[config.mk]
export PLATFORM = sky130hd
export DESIGN_NAME = bh_cmd_sequencer_flat
export DESIGN_NICKNAME = d
export VERILOG_FILES = /design/src/rtl/bh_pkg.sv /design/src/rtl/bh_cmd_sequencer_if.sv /design/src/rtl/bh_cmd_fifo.sv /design/src/rtl/bh_cmd_sequencer.sv /design/src/flat_wrapper.sv
export SDC_FILE = /design/constraint.sdc
export NUM_CORES = 1
export LEC_CHECK = 0
export CAP_MARGIN = 20
export CORE_ASPECT_RATIO = 0.75
export CORE_MARGIN = 4
export CORE_UTILIZATION = 50
export CTS_BUF_LIST = sky130_fd_sc_hd__clkbuf_4 sky130_fd_sc_hd__clkbuf_8
export DETAILED_ROUTE_END_ITERATION = 6
export PLACE_DENSITY = 0.84
export SETUP_SLACK_MARGIN = 0.2
export SLEW_MARGIN = 20
export SYNTH_ARGS = -nofsm -noshare
export SYNTH_HDL_FRONTEND = slang
export SYNTH_HIERARCHICAL = 1
export SYNTH_SLANG_ARGS = --single-unit
[constraint.sdc]
create_clock -name clk -period 2.1 [get_ports clk]
set_input_delay 0.42 -clock clk [delete_from_list [all_inputs] [get_ports clk]]
set_output_delay 0.42 -clock clk [all_outputs]
set_load 0.03 [all_outputs]
[src/rtl/bh_pkg.sv]
// Shared constants, FSM states and next-Q helper
// for the BH flip-flop command sequencer.
package bh_pkg;

  localparam logic [1:0] BH_TOGGLE = 2'b00;
  localparam logic [1:0] BH_SET1   = 2'b01;
  localparam logic [1:0] BH_SET0   = 2'b10;
  localparam logic [1:0] BH_HOLD   = 2'b11;

  typedef enum logic {
    ST_IDLE = 1'b0,
    ST_RUN  = 1'b1
  } state_e;

  function automatic logic bh_next(
    input logic q,
    input logic b,
    input logic h
  );
    logic r;
    unique case ({b, h})
      BH_TOGGLE: r = ~q;
      BH_SET1:   r = 1'b1;
      BH_SET0:   r = 1'b0;
      default:   r = q;
    endcase
    return r;
  endfunction

endpackage

[src/rtl/bh_cmd_sequencer_if.sv]
// Command valid/ready bundle between the
// command source and the BH sequencer.
interface bh_cmd_sequencer_if #(
  parameter int WIDTH = 4,
  parameter int CNT_W = 4
);

  logic             valid;
  logic             ready;
  logic [1:0]       op;
  logic [WIDTH-1:0] mask;
  logic [CNT_W-1:0] count;

  modport master (
    output valid, op, mask, count,
    input  ready
  );

  modport slave (
    input  valid, op, mask, count,
    output ready
  );

endinterface

[src/rtl/bh_cmd_fifo.sv]
// Small synchronous FIFO with wrap-bit pointers
// holding queued sequencer commands.
module bh_cmd_fifo #(
  parameter int DEPTH = 4,
  parameter int DW    = 10
) (
  input  logic          clk,
  input  logic          rst_n,
  input  logic          push,
  input  logic          pop,
  input  logic [DW-1:0] din,
  output logic [DW-1:0] dout,
  output logic          full,
  output logic          empty
);

  localparam int AW = $clog2(DEPTH);

  logic [DW-1:0] mem_q [DEPTH];
  logic [AW:0]   wr_q;
  logic [AW:0]   rd_q;
  logic          do_push;
  logic          do_pop;

  assign full = (wr_q[AW] != rd_q[AW]) &&
                (wr_q[AW-1:0] == rd_q[AW-1:0]);
  assign empty = (wr_q == rd_q);

  assign do_push = push && !full;
  assign do_pop  = pop && !empty;

  assign dout = mem_q[rd_q[AW-1:0]];

  always_ff @(posedge clk or negedge rst_n) begin
    if (!rst_n) begin
      wr_q <= '0;
      rd_q <= '0;
    end else begin
      if (do_push) wr_q <= wr_q + 1'b1;
      if (do_pop)  rd_q <= rd_q + 1'b1;
    end
  end

  // Storage needs no reset; pointers gate visibility.
  always_ff @(posedge clk) begin
    if (do_push) mem_q[wr_q[AW-1:0]] <= din;
  end

endmodule

[src/rtl/bh_cmd_sequencer.sv]
// Replays queued per-lane BH commands onto the B/H
// lines and tracks the expected flip-flop bank Q.
module bh_cmd_sequencer
  import bh_pkg::*;
#(
  parameter int WIDTH = 4,
  parameter int DEPTH = 4,
  parameter int CNT_W = 4
) (
  input  logic              clk,
  input  logic              rst_n,
  bh_cmd_sequencer_if.slave cmd,
  output logic [WIDTH-1:0]  B,
  output logic [WIDTH-1:0]  H,
  output logic              busy,
  output logic              done,
  output logic [WIDTH-1:0]  q_model
);

  localparam int DW = 2 + WIDTH + CNT_W;

  logic [DW-1:0]    head;
  logic             full;
  logic             empty;
  logic             push;
  logic             pop;

  logic [1:0]       head_op;
  logic [WIDTH-1:0] head_mask;
  logic [CNT_W-1:0] head_cnt;
  logic [WIDTH-1:0] enc_b;
  logic [WIDTH-1:0] enc_h;

  state_e           state_q;
  logic [CNT_W-1:0] rem_q;
  logic [WIDTH-1:0] b_q;
  logic [WIDTH-1:0] h_q;
  logic             busy_q;
  logic             done_q;
  logic [WIDTH-1:0] q_q;

  assign cmd.ready = !full;
  assign push      = cmd.valid && !full;
  assign {head_op, head_mask, head_cnt} = head;

  // Head leaves the FIFO exactly when the FSM loads it.
  assign pop = !empty &&
               ((state_q == ST_IDLE) || (rem_q == '0));

  bh_cmd_fifo #(
    .DEPTH (DEPTH),
    .DW    (DW)
  ) u_fifo (
    .clk   (clk),
    .rst_n (rst_n),
    .push  (push),
    .pop   (pop),
    .din   ({cmd.op, cmd.mask, cmd.count}),
    .dout  (head),
    .full  (full),
    .empty (empty)
  );

  always_comb begin
    enc_b = '1;
    enc_h = '1;
    for (int i = 0; i < WIDTH; i++) begin
      if (head_mask[i]) begin
        enc_b[i] = head_op[1];
        enc_h[i] = head_op[0];
      end
    end
  end

  always_ff @(posedge clk or negedge rst_n) begin
    if (!rst_n) begin
      state_q <= ST_IDLE;
      rem_q   <= '0;
      b_q     <= '1;
      h_q     <= '1;
      busy_q  <= 1'b0;
      done_q  <= 1'b0;
      q_q     <= '1;
    end else begin
      done_q <= 1'b0;
      for (int i = 0; i < WIDTH; i++) begin
        q_q[i] <= bh_next(q_q[i], b_q[i], h_q[i]);
      end
      unique case (state_q)
        ST_IDLE: begin
          if (!empty) begin
            b_q     <= enc_b;
            h_q     <= enc_h;
            rem_q   <= head_cnt;
            busy_q  <= 1'b1;
            state_q <= ST_RUN;
          end else begin
            b_q <= {WIDTH{BH_HOLD[1]}};
            h_q <= {WIDTH{BH_HOLD[0]}};
          end
        end
        ST_RUN: begin
          if (rem_q != '0) begin
            rem_q <= rem_q - CNT_W'(1);
          end else if (!empty) begin
            b_q   <= enc_b;
            h_q   <= enc_h;
            rem_q <= head_cnt;
          end else begin
            b_q     <= {WIDTH{BH_HOLD[1]}};
            h_q     <= {WIDTH{BH_HOLD[0]}};
            busy_q  <= 1'b0;
            done_q  <= 1'b1;
            state_q <= ST_IDLE;
          end
        end
        default: state_q <= ST_IDLE;
      endcase
    end
  end

  assign B       = b_q;
  assign H       = h_q;
  assign busy    = busy_q;
  assign done    = done_q;
  assign q_model = q_q;

endmodule

[src/flat_wrapper.sv]
// flat-port wrapper written by rule: the top's interface ports become plain ports
module bh_cmd_sequencer_flat import bh_pkg::*;
#(
  parameter int WIDTH = 4,
  parameter int DEPTH = 4,
  parameter int CNT_W = 4
)
  (clk, rst_n, B, H, busy, done, q_model, cmd_valid, cmd_op, cmd_mask, cmd_count, cmd_ready);
  bh_cmd_sequencer_if #(.WIDTH(WIDTH), .CNT_W(CNT_W)) cmd_i ();
  input  logic clk;
  input  logic rst_n;
  output logic [WIDTH-1:0] B;
  output logic [WIDTH-1:0] H;
  output logic busy;
  output logic done;
  output logic [WIDTH-1:0] q_model;
  input wire logic [$bits(cmd_i.valid)-1:0] cmd_valid;
  input wire logic [$bits(cmd_i.op)-1:0] cmd_op;
  input wire logic [$bits(cmd_i.mask)-1:0] cmd_mask;
  input wire logic [$bits(cmd_i.count)-1:0] cmd_count;
  output wire logic [$bits(cmd_i.ready)-1:0] cmd_ready;
  assign cmd_i.valid = cmd_valid;
  assign cmd_i.op = cmd_op;
  assign cmd_i.mask = cmd_mask;
  assign cmd_i.count = cmd_count;
  assign cmd_ready = cmd_i.ready;
  bh_cmd_sequencer #(.WIDTH(WIDTH), .DEPTH(DEPTH), .CNT_W(CNT_W)) u_core (.clk(clk), .rst_n(rst_n), .cmd(cmd_i), .B(B), .H(H), .busy(busy), .done(done), .q_model(q_model));
endmodule
run_1/met3.png
Drawn at 3 px/µm. Cells faint in the background.
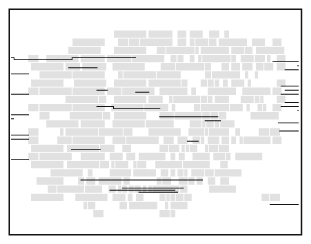
main direction: horizontal
nets with wire on the layer: 27
wire length on this layer: 311 µm

run_1/metal_stack.png
Drawn at 3 px/µm.
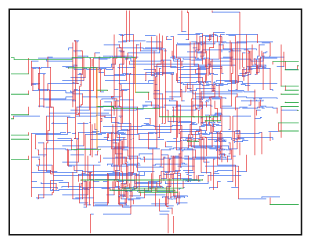
| layer | color | wire length |
|---|---|---|
| met4 | orange | 38.8 µm |
| met2 | red | 2420 µm |
| met3 | green | 311 µm |
| met1 | blue | 2410 µm |

==> notes.md, run 1 <==
For reference, compound AND-OR and OR-AND cells occupy 8.78% of the area reported after synthesis. In this run the maximum-capacitance check reported violations numbering 0. The run gives 642 µV as the worst-case vdd ir drop. The maximum net fanout on the critical path works out to 10.

In this run the horizontal extent of the chip is 96.9 µm. In the synthesized netlist, the cells that appear most often are sky130_fd_sc_hd__edfxtp_1, sky130_fd_sc_hd__ha_1, sky130_fd_sc_hd__inv_1, sky130_fd_sc_hd__dfrtp_1, sky130_fd_sc_hd__dfstp_2. With the antenna diode count at 0, the mean instance size in the synthesized netlist is 14.9 µm².

With the XOR/XNOR share of the synthesized area at 2.57%, the synthesis-stage register bit count is 65. Counting along the longest clock path gives a buffer depth of 2. Looking at the max-slew report, the worst-margin pin has a slew of 0.470 ns. The flow ran to the end, and the final reports show no timing, DRC or antenna violations. With the multi-input combinational cell area at 1080 µm², the worst max-slew margin expressed relative to the limit is 68.7%. The leading cell type in the layout, fill and taps excluded is sky130_fd_sc_hd__edfxtp_1. The finished design was reported to have a net count of 270.

The final hold violation count recorded for this run is 0. At the worst endpoint, the required time is 2.31 ns. After layout, the minimum clock period comes to 1.84 ns. Per the layout report, the design carries 37 non-clock buffers. The quantity of hold-fixing buffers added after cts was 0; the total number of H-tree levels was 3.

Final setup violation count: 0. The synthesis stats list as the most numerous cell sky130_fd_sc_hd__edfxtp_1. Of the available clock period, the critical path in the final layout requires 87.8%. In this run the core area contains 23 standard-cell rows.

The count of library flops with an enable pin works out to 40. The total vias in the final route is 1761, and the worst setup slack for register-to-register paths is 0.26 ns. Ranked by total cell area, the synthesized netlist is headed by sky130_fd_sc_hd__edfxtp_1, sky130_fd_sc_hd__dfrtp_1, sky130_fd_sc_hd__dfstp_2. The biggest area contributor in the post-synthesis netlist is sky130_fd_sc_hd__edfxtp_1.

The sum of net half-perimeters after detailed placement came out at 3720 µm. Non-filler instance count after layout: 323. Per the area breakdown, the dominant cell category is sequential cells. The run gives 9.43% for the layout buffering overhead excluding clock cells. TritonCTS built the clock tree. The chip area line in the Yosys stat output reads 2960 µm². Multi-input combinational cells in the finished layout were counted as 116. The floorplan step defined a die boundary enclosing 7240 µm².

According to the I/O placement log, the pin count is 28. For the number of cells after detailed placement, the log shows 305. The post-route clock skew came out at 0.00763 ns. Setup total negative slack on the finished layout was measured at 0 ns. By instance count after routing, the leading logic cell types are sky130_fd_sc_hd__edfxtp_1, sky130_fd_sc_hd__clkdlybuf4s50_1, sky130_fd_sc_hd__inv_1. The number of flip-flops in the largest register was 40.

The clock buffer and inverter area fraction after layout works out to 4.89%. For the number of tap instances, the log shows 75. The area share of the largest cell type after synthesis was 40.5%; the core area was 5530 µm².

The count of nets left with antenna violations once routing finished came out at 0. With the final routed wire length divided by cell count at 16.0 µm, the non-clock inverter total of the final layout is 14. Tally of yosys warning messages: 6. With the average vias per placed instance at 5.45, the remaining routing DRC violations is 0. The path class of the lowest-slack min-delay path was input port to async pin. The clock net in this run drives a total of 65 sinks. The logs give 0 for the total global routing overflow and 9 for the number of clock buffers in the layout.

The logs give 44 for the number of library cell types mapped by synthesis and 8460 µm for the global-route wire length before repair. The arrival time at the worst endpoint came out at 2.05 ns. For the cell area after synthesis, the log shows 2960 µm². STA classifies the critical path startpoint as a flip-flop. With the height of the die at 74.7 µm, the number of global-route vias before repair is 1704. Setup slack on the worst path after placement came out at 0.0837 ns. With the share of cell area taken by flip-flops and latches at 51.5%, the adder-cell share of the synthesized area is 5.91%. The worst setup path is of the flip-flop to flip-flop kind. The final weighted congestion recorded by global placement is 0.816. Multi-input gates account for 30.1% of the area. The layout cell share with drive strength beyond 1 works out to 26.2%. Setup repair after global routing could not meet its margin everywhere. With the static power due to leakage at 1.38 nW, the cell count listed in synth_stat.txt is 199.

The final sequential cell count is 65, and the register clock-pin slew on the reported worst setup and hold paths is 0.07 ns. Biggest combinational cell group after synthesis: simple AND/OR/NAND/NOR gates. For the post-cts repair resize count, the log shows 17. With the highest attainable clock frequency at 543 MHz, the latest clock arrival within the worst-skew pair is 0.33 ns. The tools report the total CTS buffers as 9. Once the clock tree was built, the setup fixing pass inserted 0 buffers. When the netlist entered floorplanning its net count stood at 226.
run_1/final_congestion.png
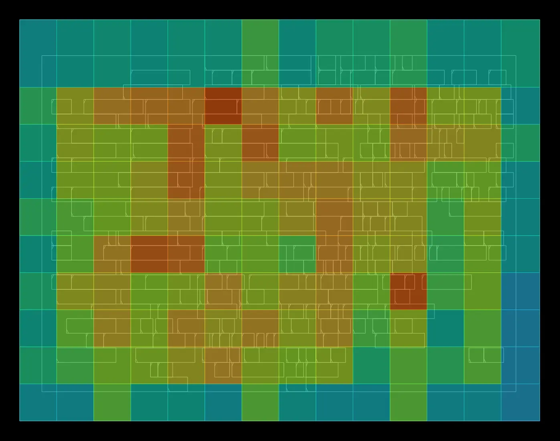
GR Layer Usage met3: 5.28%
final core area utilization: 64.8%
GR Util met2: 24.5%
total track usage: 15.3%

==> run 1: layer usage <==
| layer | GRT usage [%] | share of wire [%] |
|---|---|---|
| met1 | 20.3 | 46 |
| met3 | 5.28 | 6.0 |
| met4 | 4.21 | 0.73 |
| met2 | 24.5 | 47 |
| met5 | 0 | 0 |
==> run 1: worst paths after layout <==
path	to	cells after the start	startpoint
hold reg to reg	u_core/q_model[2]	2	u_core/q_model[2]
hold / removal	u_core/u_fifo/wr_q[1]	2	rst_n
max in group asynchronous	u_core/q_model[2]	2	rst_n
setup reg to reg	u_core/rem_q[2]	6	u_core/u_fifo/wr_q[0]
min in group clk	u_core/q_model[2]	2	u_core/q_model[2]
setup / recovery	u_core/rem_q[2]	6	u_core/u_fifo/wr_q[0]
==> run 1: stage by stage <==
step | utilization (%) | cell area, µm² | power (mW) | hold slack [ns]
2_1_floorplan | - | 2970 | 3.78 | 0.124
3_3_place_gp | 61.2 | 3380 | 4.41 | 0.474
3_5_place_dp | 61.2 | 3380 | 4.51 | 0.481
4_1_cts | 64.2 | 3550 | 5.40 | 0.460
5_1_grt | 64.8 | 3580 | 5.79 | 0.485
6_report | 64.8 | 3580 | 5.43 | 0.463
==> run 1: worst max-delay path, stage by stage (launching register included) <==
cell,delay [ns]
sky130_fd_sc_hd__dfrtp_1,0.44
sky130_fd_sc_hd__xnor2_1,0.22
sky130_fd_sc_hd__buf_4,0.23
sky130_fd_sc_hd__and3_1,0.26
sky130_fd_sc_hd__inv_1,0.14
sky130_fd_sc_hd__o211a_1,0.13
sky130_fd_sc_hd__a311o_2,0.30
==> run 1: power breakdown <==
group,internal [mW],switching (mW),leakage (nW),total (mW)
logic,1.08,1.36,0.642,2.44
clock network,0.438,0.480,0.0885,0.917
registers,1.82,0.255,0.647,2.08
total,3.34,2.09,1.38,5.43
## Run 2: what changed since run 1
Settings changed: CTS_BUF_LIST sky130_fd_sc_hd__clkbuf_4 sky130_fd_sc_hd__clkbuf_8 to sky130_fd_sc_hd__clkbuf_4 sky130_fd_sc_hd__clkbuf_8 sky130_fd_sc_hd__clkbuf_16.
run_2/metal_stack.png
Drawn at 3 px/µm.
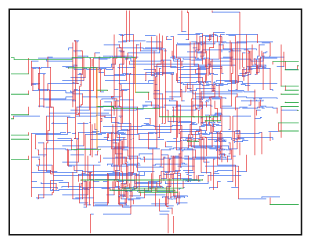
| layer | color | wire length |
|---|---|---|
| met4 | orange | 38.8 µm |
| met3 | green | 311 µm |
| met1 | blue | 2410 µm |
| met2 | red | 2420 µm |

==> run 2 against run 1 <==
Non-clock buffer count stayed put. Final area stayed put. Setup slack stayed put. First-iteration DRC count stayed put.
==> notes.md, run 2 <==
The flow ran to the end, and the final reports show no timing, DRC or antenna violations. The worst path needs 1.84 ns of the cycle, external delays included. After floorplanning, the die was sized to cover 7240 µm².

Power comes to 5.43 mW. The detailed placer reported the number of placed instances as 305. The startpoint of the worst setup timing path was u_core/u_fifo/wr_q[0]. The run gives 10 for the maximum net fanout on the critical path. The run gives 1080 µm² as the multi-input combinational cell area.

Net switching is 38.5% of the power. Per the cell usage report, the commonest logic cell in the layout is sky130_fd_sc_hd__edfxtp_1. With the post-synthesis chip area from yosys at 2960 µm², the area share of the largest cell type after synthesis is 40.5%. The tools report the nature of the critical path startpoint as a flip-flop. The height of the die works out to 74.7 µm. With the final routed wire length divided by cell count at 16.0 µm, the number of flip-flops in the largest register is 40. The number of global-route vias before repair is 1704, and the post-route antenna net violation count is 0. The total met3 wirelength after detailed routing was 311 µm.

Setup repair after global routing could not meet its margin everywhere. The total net switching power is 2.09 mW, and the internal portion of total power is 3.34 mW. Once placement finished, the instance area stood at 3380 µm².

The run gives 0 as the remaining routing DRC violations. The post-synth net total is 226. The global-route wire length before repair was 8460 µm.

Warnings reported by Yosys during synthesis add up to 6. The final layout reports a setup TNS of 0 ns. The share of total power dissipated in sequential elements is 38.2%. Signal nets in the final route climb as high as met4. Final hold analysis gives a worst-case slack of 0.463 ns. For reference, the most critical setup path is categorized as flip-flop to flip-flop. With the required time at the worst-slack endpoint at 2.31 ns, the total global routing overflow is 0. For the global routing usage on met3, the log shows 5.28%. TritonCTS built the clock tree.

The total CTS buffers is 9, and the cell count listed in synth_stat.txt is 199. The startpoint identified for the worst register-to-register timing path is u_core/u_fifo/wr_q[0]. The floorplan has 23 rows. The final critical path takes up 87.8% of the cycle. The terminus of the critical flop-to-flop path is u_core/rem_q[2].

Before CTS, the worst setup slack after placement is 0.0837 ns. The arrival time at the worst endpoint was 2.05 ns; the core area was 5530 µm².
[run 2: timing repair]
action / CTS / global route
pin swaps: 0 / 1
gates resized: 17 / 6
gates cloned: 0 / 2
setup buffers: 0 / 0
endpoints found under the setup margin: 38 / 34
[run 2: worst min path at each step]
stage	depth (start not counted)	slack, ns	end
after global routing	2	0.48	u_core/u_fifo/rd_q[2]
after floorplan	0	0.12	u_core/busy
after global placement	2	0.47	u_core/q_model[2]
after detailed placement	2	0.48	u_core/q_model[2]
after CTS	2	0.46	u_core/u_fifo/wr_q[1]
final	2	0.46	u_core/u_fifo/wr_q[1]
[run 2: worst max-delay path, cell delays in order, from the launching register on]
cell and delay [ns]:
sky130_fd_sc_hd__dfrtp_1 0.44, sky130_fd_sc_hd__xnor2_1 0.22, sky130_fd_sc_hd__buf_4 0.23, sky130_fd_sc_hd__and3_1 0.26, sky130_fd_sc_hd__inv_1 0.14, sky130_fd_sc_hd__o211a_1 0.13, sky130_fd_sc_hd__a311o_2 0.30
[run 2: cell families after synthesis]
logic type	Yosys count	share of synthesized area (%)
buf+inv	20	3.00
xor+xnor	7	2.58
mux	12	8.40
fa+ha+maj	14	5.91
compound gates	34	8.78
simple gates	47	9.20
flops	65	62.1
[run 2: power by group through the flow]
stage / Clock (mW) / Sequential [mW] / Combinational [mW]
after global routing: 1.01 / 2.12 / 2.66
after global placement: 0 / 2.08 / 2.33
after CTS: 0.950 / 2.08 / 2.38
final: 0.917 / 2.08 / 2.44
after detailed placement: 0 / 2.11 / 2.41
after floorplan: 0 / 2.25 / 1.53
[run 2: area by class of cell]
type / count / share of cell area (%)
sequential: 65 / 51.5
multi-input combinational: 116 / 30.1
timing repair buffer: 37 / 9.43
clock buffer: 9 / 3.46
tap: 75 / 2.62
inverter: 14 / 1.47
clock inverter: 7 / 1.43
Power is estimated from default activity; no workload was simulated.
